<file path="src/rtl/soc_bus_pkg.sv">
// Shared bus types for the SoC data-RAM arbiter: request/response bundles,
// arbiter state encoding and the default lock bound.
package soc_bus_pkg;

  // Default number of consecutive locked cycles before a contender may take over
  localparam int unsigned LOCK_MAX_DEF = 8;

  // Arbiter state encoding
  localparam logic [1:0] ST_IDLE  = 2'd0;
  localparam logic [1:0] ST_LOCK0 = 2'd1;
  localparam logic [1:0] ST_LOCK1 = 2'd2;

  // Master -> arbiter request bundle
  typedef struct packed {
    logic        req;
    logic        we;
    logic [31:0] addr;
    logic [31:0] wdata;
    logic [3:0]  wstrb;
    logic        lock;
  } bus_req_t;

  // Arbiter -> master response bundle
  typedef struct packed {
    logic        gnt;
    logic        rvalid;
    logic [31:0] rdata;
  } bus_rsp_t;

  // Byte enables presented to the RAM: strobes only matter for writes
  function automatic logic [3:0] wr_strobes(input logic we, input logic [3:0] wstrb);
    logic [3:0] stb;
    if (we) begin
      stb = wstrb;
    end else begin
      stb = 4'b0000;
    end
    return stb;
  endfunction

endpackage

</file>
<file path="src/rtl/ram_arbiter_if.sv">
// One master port of the RAM arbiter: request bundle out of the master,
// response bundle back into it.
interface ram_arbiter_if;
  import soc_bus_pkg::*;

  bus_req_t req_pkt;
  bus_rsp_t rsp_pkt;

  modport master (output req_pkt, input rsp_pkt);
  modport slave  (input req_pkt, output rsp_pkt);
endinterface

</file>
<file path="src/rtl/ram_arbiter_rr_pick2.sv">
// Two-way round-robin chooser: one-hot grant, ties go to the master that was
// not granted last (rr_last holds the index of the last winner).
module rr_pick2 (
  input  logic [1:0] req,
  input  logic       rr_last,
  output logic [1:0] gnt
);

  // Pick the single requester, or on a tie the one that did not win last
  always_comb begin
    gnt = 2'b00;
    case (req)
      2'b01:   gnt = 2'b01;
      2'b10:   gnt = 2'b10;
      2'b11:   gnt = rr_last ? 2'b01 : 2'b10;
      default: gnt = 2'b00;
    endcase
  end

endmodule

</file>
<file path="src/rtl/ram_arbiter.sv">
// Two-master arbiter in front of the single-port SoC data RAM. Same-cycle
// round-robin grant, bounded lock for read-modify-write, and routing of the
// single-cycle read response back to the master that issued the read.
module ram_arbiter
  import soc_bus_pkg::*;
#(
  parameter int unsigned ADDR_W   = 12,
  parameter int unsigned LOCK_MAX = LOCK_MAX_DEF
) (
  input  logic              clk,
  input  logic              rst,
  ram_arbiter_if.slave      m0,
  ram_arbiter_if.slave      m1,
  output logic              ram_en,
  output logic [3:0]        ram_we,
  output logic [ADDR_W-1:0] ram_addr,
  output logic [31:0]       ram_wdata,
  input  logic [31:0]       ram_rdata
);

  localparam int unsigned CNT_W = $clog2(LOCK_MAX + 1);
  localparam logic [CNT_W-1:0] LOCK_MAX_C = CNT_W'(LOCK_MAX);
  localparam logic [CNT_W-1:0] CNT_ONE    = CNT_W'(1);
  localparam logic [CNT_W-1:0] CNT_ZERO   = {CNT_W{1'b0}};

  logic [1:0]       state_r;
  logic [1:0]       state_s;
  logic [CNT_W-1:0] lock_cnt_r;
  logic [CNT_W-1:0] cnt_s;
  logic             rr_last_r;
  logic             rr_last_s;
  logic             pend_r;
  logic             resp_sel_r;

  logic [1:0] req_s;
  logic [1:0] lock_s;
  logic [1:0] pick_s;
  logic [1:0] gnt_s;
  logic       sel_s;
  logic       owner_s;
  logic       at_max_s;
  bus_req_t   sel_req_s;
  bus_rsp_t   rsp0_s;
  bus_rsp_t   rsp1_s;
  logic       unused_s;

  assign req_s    = {m1.req_pkt.req,  m0.req_pkt.req};
  assign lock_s   = {m1.req_pkt.lock, m0.req_pkt.lock};
  assign owner_s  = (state_r == ST_LOCK1);
  assign at_max_s = (lock_cnt_r == LOCK_MAX_C);

  rr_pick2 u_pick (
    .req     (req_s),
    .rr_last (rr_last_r),
    .gnt     (pick_s)
  );

  // Grant: round-robin when idle, only the lock owner while locked, nothing in reset
  always_comb begin
    gnt_s = 2'b00;
    if (rst) begin
      gnt_s = 2'b00;
    end else begin
      case (state_r)
        ST_IDLE:  gnt_s = pick_s;
        ST_LOCK0: gnt_s = {1'b0, req_s[0]};
        ST_LOCK1: gnt_s = {req_s[1], 1'b0};
        default:  gnt_s = 2'b00;
      endcase
    end
  end

  // Steer the granted master's request onto the RAM port
  always_comb begin
    sel_s = gnt_s[1];
    if (sel_s) begin
      sel_req_s = m1.req_pkt;
    end else begin
      sel_req_s = m0.req_pkt;
    end
    ram_en    = |gnt_s;
    ram_addr  = sel_req_s.addr[ADDR_W+1:2];
    ram_wdata = sel_req_s.wdata;
    if (ram_en) begin
      ram_we = wr_strobes(sel_req_s.we, sel_req_s.wstrb);
    end else begin
      ram_we = 4'b0000;
    end
  end

  // Next state: lock entry on a locked grant, exit on release or on timeout under contention
  always_comb begin
    state_s   = state_r;
    cnt_s     = lock_cnt_r;
    rr_last_s = rr_last_r;
    if (|gnt_s) begin
      rr_last_s = sel_s;
    end else begin
      rr_last_s = rr_last_r;
    end
    case (state_r)
      ST_IDLE: begin
        if ((|gnt_s) && sel_req_s.lock) begin
          state_s = sel_s ? ST_LOCK1 : ST_LOCK0;
          cnt_s   = CNT_ZERO;
        end else begin
          state_s = ST_IDLE;
          cnt_s   = lock_cnt_r;
        end
      end
      ST_LOCK0, ST_LOCK1: begin
        if (!lock_s[owner_s]) begin
          state_s = ST_IDLE;
        end else if (at_max_s && req_s[~owner_s]) begin
          // Owner marked as last winner so the waiting master takes the next idle cycle
          state_s   = ST_IDLE;
          rr_last_s = owner_s;
        end else if (!at_max_s) begin
          cnt_s = lock_cnt_r + CNT_ONE;
        end else begin
          cnt_s = lock_cnt_r;
        end
      end
      default: begin
        state_s = ST_IDLE;
        cnt_s   = CNT_ZERO;
      end
    endcase
  end

  // State, lock counter, round-robin pointer and outstanding-read tracking
  always_ff @(posedge clk) begin
    if (rst) begin
      state_r    <= ST_IDLE;
      lock_cnt_r <= CNT_ZERO;
      rr_last_r  <= 1'b1;
      pend_r     <= 1'b0;
      resp_sel_r <= 1'b0;
    end else begin
      state_r    <= state_s;
      lock_cnt_r <= cnt_s;
      rr_last_r  <= rr_last_s;
      pend_r     <= ram_en & ~sel_req_s.we;
      resp_sel_r <= sel_s;
    end
  end

  // Responses: rdata is shared, rvalid is routed by the registered selector
  always_comb begin
    rsp0_s.gnt    = gnt_s[0];
    rsp0_s.rvalid = pend_r & ~resp_sel_r & ~rst;
    rsp0_s.rdata  = ram_rdata;
    rsp1_s.gnt    = gnt_s[1];
    rsp1_s.rvalid = pend_r & resp_sel_r & ~rst;
    rsp1_s.rdata  = ram_rdata;
  end

  assign m0.rsp_pkt = rsp0_s;
  assign m1.rsp_pkt = rsp1_s;

  // Address bits outside the RAM word range are intentionally ignored
  assign unused_s = ^{m0.req_pkt.addr[31:ADDR_W+2], m0.req_pkt.addr[1:0],
                      m1.req_pkt.addr[31:ADDR_W+2], m1.req_pkt.addr[1:0],
                      sel_req_s.req};

endmodule

</file>
<file path="src/flat_wrapper.sv">
// flat-port wrapper written by rule: the top's interface ports become plain ports
module ram_arbiter_flat import soc_bus_pkg::*;
#(
  parameter int unsigned ADDR_W   = 12,
  parameter int unsigned LOCK_MAX = LOCK_MAX_DEF
)
  (clk, rst, ram_en, ram_we, ram_addr, ram_wdata, ram_rdata, m0_req_pkt, m0_rsp_pkt, m1_req_pkt, m1_rsp_pkt);
  ram_arbiter_if m0_i ();
  ram_arbiter_if m1_i ();
  input  logic clk;
  input  logic rst;
  output logic ram_en;
  output logic [3:0] ram_we;
  output logic [ADDR_W-1:0] ram_addr;
  output logic [31:0] ram_wdata;
  input  logic [31:0] ram_rdata;
  input wire logic [$bits(m0_i.req_pkt)-1:0] m0_req_pkt;
  output wire logic [$bits(m0_i.rsp_pkt)-1:0] m0_rsp_pkt;
  input wire logic [$bits(m1_i.req_pkt)-1:0] m1_req_pkt;
  output wire logic [$bits(m1_i.rsp_pkt)-1:0] m1_rsp_pkt;
  assign m0_i.req_pkt = m0_req_pkt;
  assign m0_rsp_pkt = m0_i.rsp_pkt;
  assign m1_i.req_pkt = m1_req_pkt;
  assign m1_rsp_pkt = m1_i.rsp_pkt;
  ram_arbiter #(.ADDR_W(ADDR_W), .LOCK_MAX(LOCK_MAX)) u_core (.clk(clk), .rst(rst), .m0(m0_i), .m1(m1_i), .ram_en(ram_en), .ram_we(ram_we), .ram_addr(ram_addr), .ram_wdata(ram_wdata), .ram_rdata(ram_rdata));
endmodule
</file>
<file path="config.mk">
export PLATFORM = sky130hd
export DESIGN_NAME = ram_arbiter_flat
export DESIGN_NICKNAME = d
export VERILOG_FILES = /design/src/rtl/soc_bus_pkg.sv /design/src/rtl/ram_arbiter_if.sv /design/src/rtl/ram_arbiter_rr_pick2.sv /design/src/rtl/ram_arbiter.sv /design/src/flat_wrapper.sv
export SDC_FILE = /design/constraint.sdc
export NUM_CORES = 1
export LEC_CHECK = 0
export ABC_CLOCK_PERIOD_IN_PS = 3700
export CORE_AREA = 4 4 112 114
export CTS_BUF_LIST = sky130_fd_sc_hd__clkbuf_4
export CTS_CLUSTER_SIZE = 16
export DETAILED_ROUTE_END_ITERATION = 10
export DIE_AREA = 0 0 116 118
export GPL_TIMING_DRIVEN = 0
export PLACE_DENSITY = 0.69
export SLEW_MARGIN = 20
export SYNTH_ARGS = -nofsm -noshare
export SYNTH_HDL_FRONTEND = slang
export SYNTH_SLANG_ARGS = --single-unit
</file>
<file path="constraint.sdc">
create_clock -name clk -period 3.7 [get_ports clk]
set_input_delay 0.555 -clock clk [delete_from_list [all_inputs] [get_ports clk]]
set_output_delay 0.555 -clock clk [all_outputs]
set_load 0.1 [all_outputs]
</file>
Fig. 1: track usage over the die
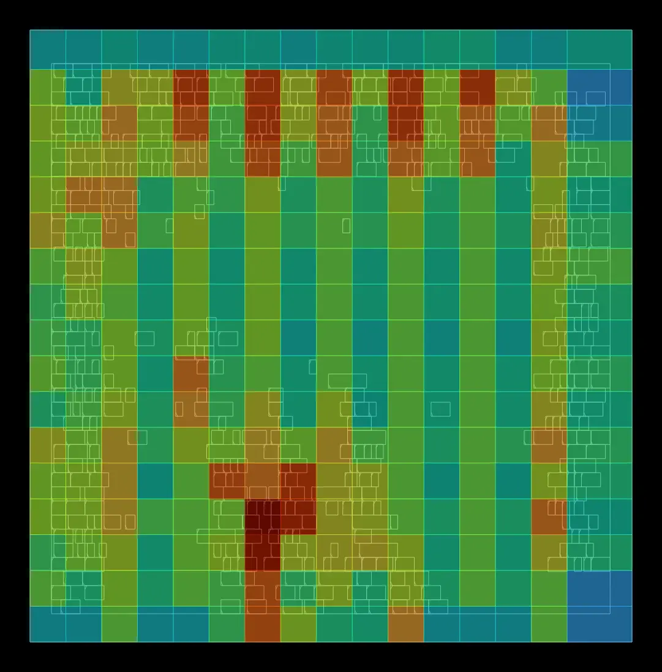
GRT met2 Usage: 26.0%
Core Util, Final: 34.7%
GR peak layer: met2
GR Layer Usage met1: 11.7%

Fig. 2: cell density map
The bar under the picture is 20 um long. The die is cut into 12 by 12 equal tiles; dark blue is low, red is high, 0 to 100% covered.
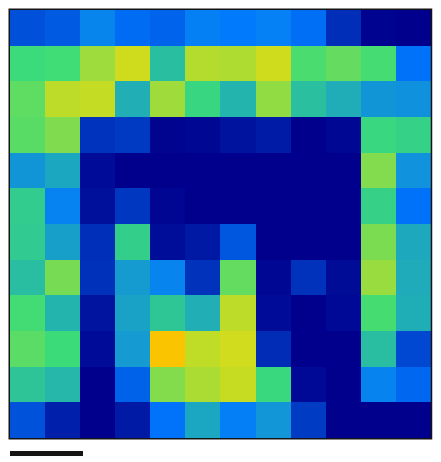
densest ninth of the die = bottom center
fullest tile = 78%
tiles over 75% full = 0.70%
fp util: 14.9%
Core Region: 0.0114 sq mm

Fig. 3: met2 routing
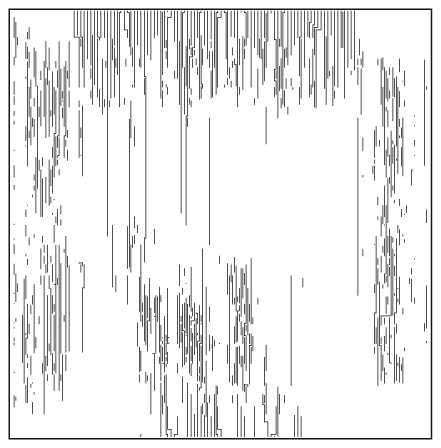
longest straight run = 62.2 um
main direction = vertical
nets with wire on the layer = 558
share of all routed wire = 56%
via count: 2653
Detailed Route WL: 9.20 mm

==> impl_metrics.csv <==
group,metric,value,unit
clock_network,clk_pin_slew,0.07,ns
critical_path,start_kind,"input pin",
min_path,min_to,"u_core.lock_cnt_r[2]$_SDFFE_PP0P_",
synth,top_area_cell,"nand2_1",
placed_design,dpl.hpwl,8.07,mm
timing,setup_viol_count_final,0,
outcome,status,"complete, no violations",
timing,slew_headroom,32.5,%
critical_path,arrival,2.98,ns
final_layout,fin_nets,703,
floorplan,num_rows,39,
clock_network,cts_buffer_depth,2,
run,warnings,70,
synth,ff_type,"dfxtp_1",
critical_path,rr_startpoint,"u_core.state_r[0]$_SDFFE_PP0P_",
critical_path,slowest_delay,0.53,ns
min_path,min_path_type,"flop to flop",
clock_network,clock-sinks,9,
global_routing,antenna_found_initial,0,
placed_design,port-buffer-count,220,
power_and_ir_drop,netSwitchingPower,869,uW
global_routing,grt_pass1_vias,2853,
critical_path,required,3.14,ns
critical_path,critPathTopFamily,"buffers and inverters",
drt,drt_iter0_drc,77,
synth,syn_inst,296,
floorplan,die_w,116,um
power_and_ir_drop,pwr-share-seq,8.1,%
synth,synth.avg_cell_area,5.75,sq um
timing,period_minus_slack,3.53,ns
min_path,min_delay_path_depth,2,
timing,finalClockPeriodUsage,95.5,%
timing,maxSlewViolCount,0,
synth,yosysWarnings,0,
drt,vias_per_cell,4.00,
drt,wire_per_inst,13.9,um
power_and_ir_drop,p_comb_share,85.2,%
final_layout,register_area,180,sq um
floorplan,die-area,0.0137,sq mm
critical_path,critPathKind,"input pin to output pin",
global_routing,overflow,0,
synth,async_flop_share,0,%
clock_network,cts_tree,"done",
placed_design,dp_slack,-0.715,ns
synth,synth_area,0.00170,sq mm
power_and_ir_drop,power.internal,436,uW
Fig. 4: signal wires on met1
Cells faint in the background.
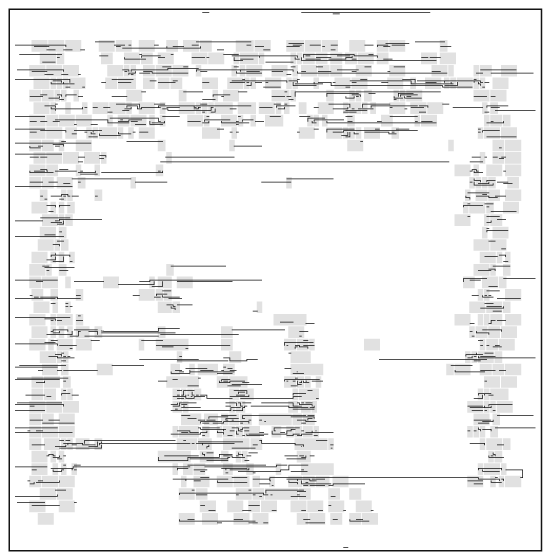
share of all routed wire = 33%
main direction = horizontal
wire length on this layer = 3040 um
longest straight run = 63.0 um

Fig. 5: cell sizes after repair
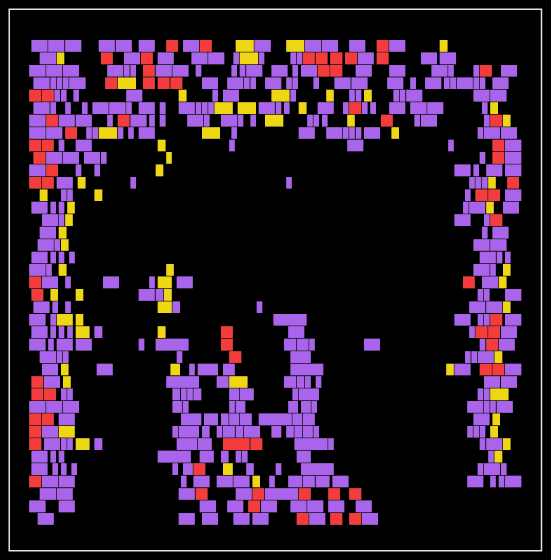
_0 and _1 cells -> purple  # cells 389
_3 and _4 cells -> red  # cells 70
_2 cells -> yellow  # cells 61

Yosys cell counts (2+ instances only):
master / count
clkbuf_1: 12
nand2b_1: 2
ha_1: 6
inv_1: 9
buf_4: 64
nand3b_1: 2
nand3_1: 6
o32ai_1: 2
nor2_1: 5
nand2_1: 141
o31ai_1: 2
or3_1: 2
o21ai_0: 6
nor3b_1: 2
dfxtp_1: 9
nand4_1: 2
a21oi_1: 6
o31a_1: 2
flip-flops by register name (all words and copies together), names as in the netlist:
register / cells
u_core.rr_last_r: 1
u_core.lock_cnt_r: 4
u_core.state_r: 2
u_core.pend_r: 1
u_core.resp_sel_r: 1
power by group through the flow:
stage / combinational, uW / sequential [uW] / clock, uW
finish: 1110 / 106 / 87.2
global placement: 1150 / 107 / 0
floorplan: 838 / 107 / 0
detailed placement: 1160 / 108 / 0
CTS: 1140 / 106 / 91.8
global route: 1150 / 107 / 98.9
cell type report:
| cell class | count | share of cell area, % |
|---|---|---|
| Buffer | 76 | 13.4 |
| Clock buffer | 4 | 0.757 |
| Inverter | 10 | 0.946 |
| Multi-Input combinational cell | 201 | 24.6 |
| Sequential cell | 9 | 4.54 |
| Tap cell | 143 | 4.51 |
| Timing Repair Buffer | 220 | 51.3 |
worst min-delay path, stage by stage, from the launching register on:
cell,delay [ns]
dfxtp_1,0.33
inv_1,0.06
o32ai_1,0.07
stage by stage:
step,power (uW),hold slack [ns],area [sq um],setup TNS [ns]
global placement,1260,0.473,4100,-25.88
floorplan,944,0.462,1720,0
finish,1300,0.507,3970,0
detailed placement,1260,0.498,4100,-28.38
global route,1360,0.551,3970,0
CTS,1330,0.509,4120,0
cells by family after synthesis:
logic type                 count (synthesis)  share of synthesized area [%]
AOI/OAI and AO/OA                         24                           9.56
adders and majority gates                  6                           4.41
buffers and inverters                     86                           33.1
DFF                                        9                           10.6
muxes                                      2                           1.25
and+or+nand+nor                          169                           41.1
how the worst max path moves through the flow:
stage          startpoint             to  slack (ns)  depth (start not counted)
5_1_grt               rst  ram_wdata[26]       0.005                          8
6_report              rst    ram_addr[0]        0.17                          8
3_3_place_gp          rst      ram_we[1]       -0.67                          8
3_5_place_dp          rst      ram_we[1]       -0.72                          8
4_1_cts               rst   ram_wdata[3]      0.0005                          8
2_1_floorplan         rst   ram_addr[10]        0.13                          6
placed cells by master, fill, tap and decap left out, types with 2 or more instances in the layout:
cell / count
nor2_1: 4
o31a_1: 2
nand2b_1: 2
o21ai_0: 2
inv_1: 9
buf_4: 64
clkdlybuf4s50_1: 170
ha_1: 6
clkdlybuf4s15_2: 11
clkdlybuf4s18_2: 2
o32ai_1: 2
dfxtp_1: 9
a21oi_1: 6
nand2_1: 141
or3_1: 2
o31ai_1: 2
clkbuf_1: 7
buf_2: 35
nand4_1: 2
clkbuf_2: 5
o21ai_2: 4
nor3b_1: 2
nand3_1: 6
nand3b_1: 2
clkbuf_4: 5
per-layer routing:
| layer | up-vias | GRT usage, % | part of all wire (%) |
|---|---|---|---|
| met3 | 2 | 2.52 | 11 |
| li1 | 1320 | - | - |
| met5 | - | 0 | 0 |
| met4 | 0 | 2.25 | 0.43 |
| met2 | 167 | 26.0 | 56 |
| met1 | 1164 | 11.7 | 33 |
Power figures rest on the tool's default switching activity, not on a simulated workload.
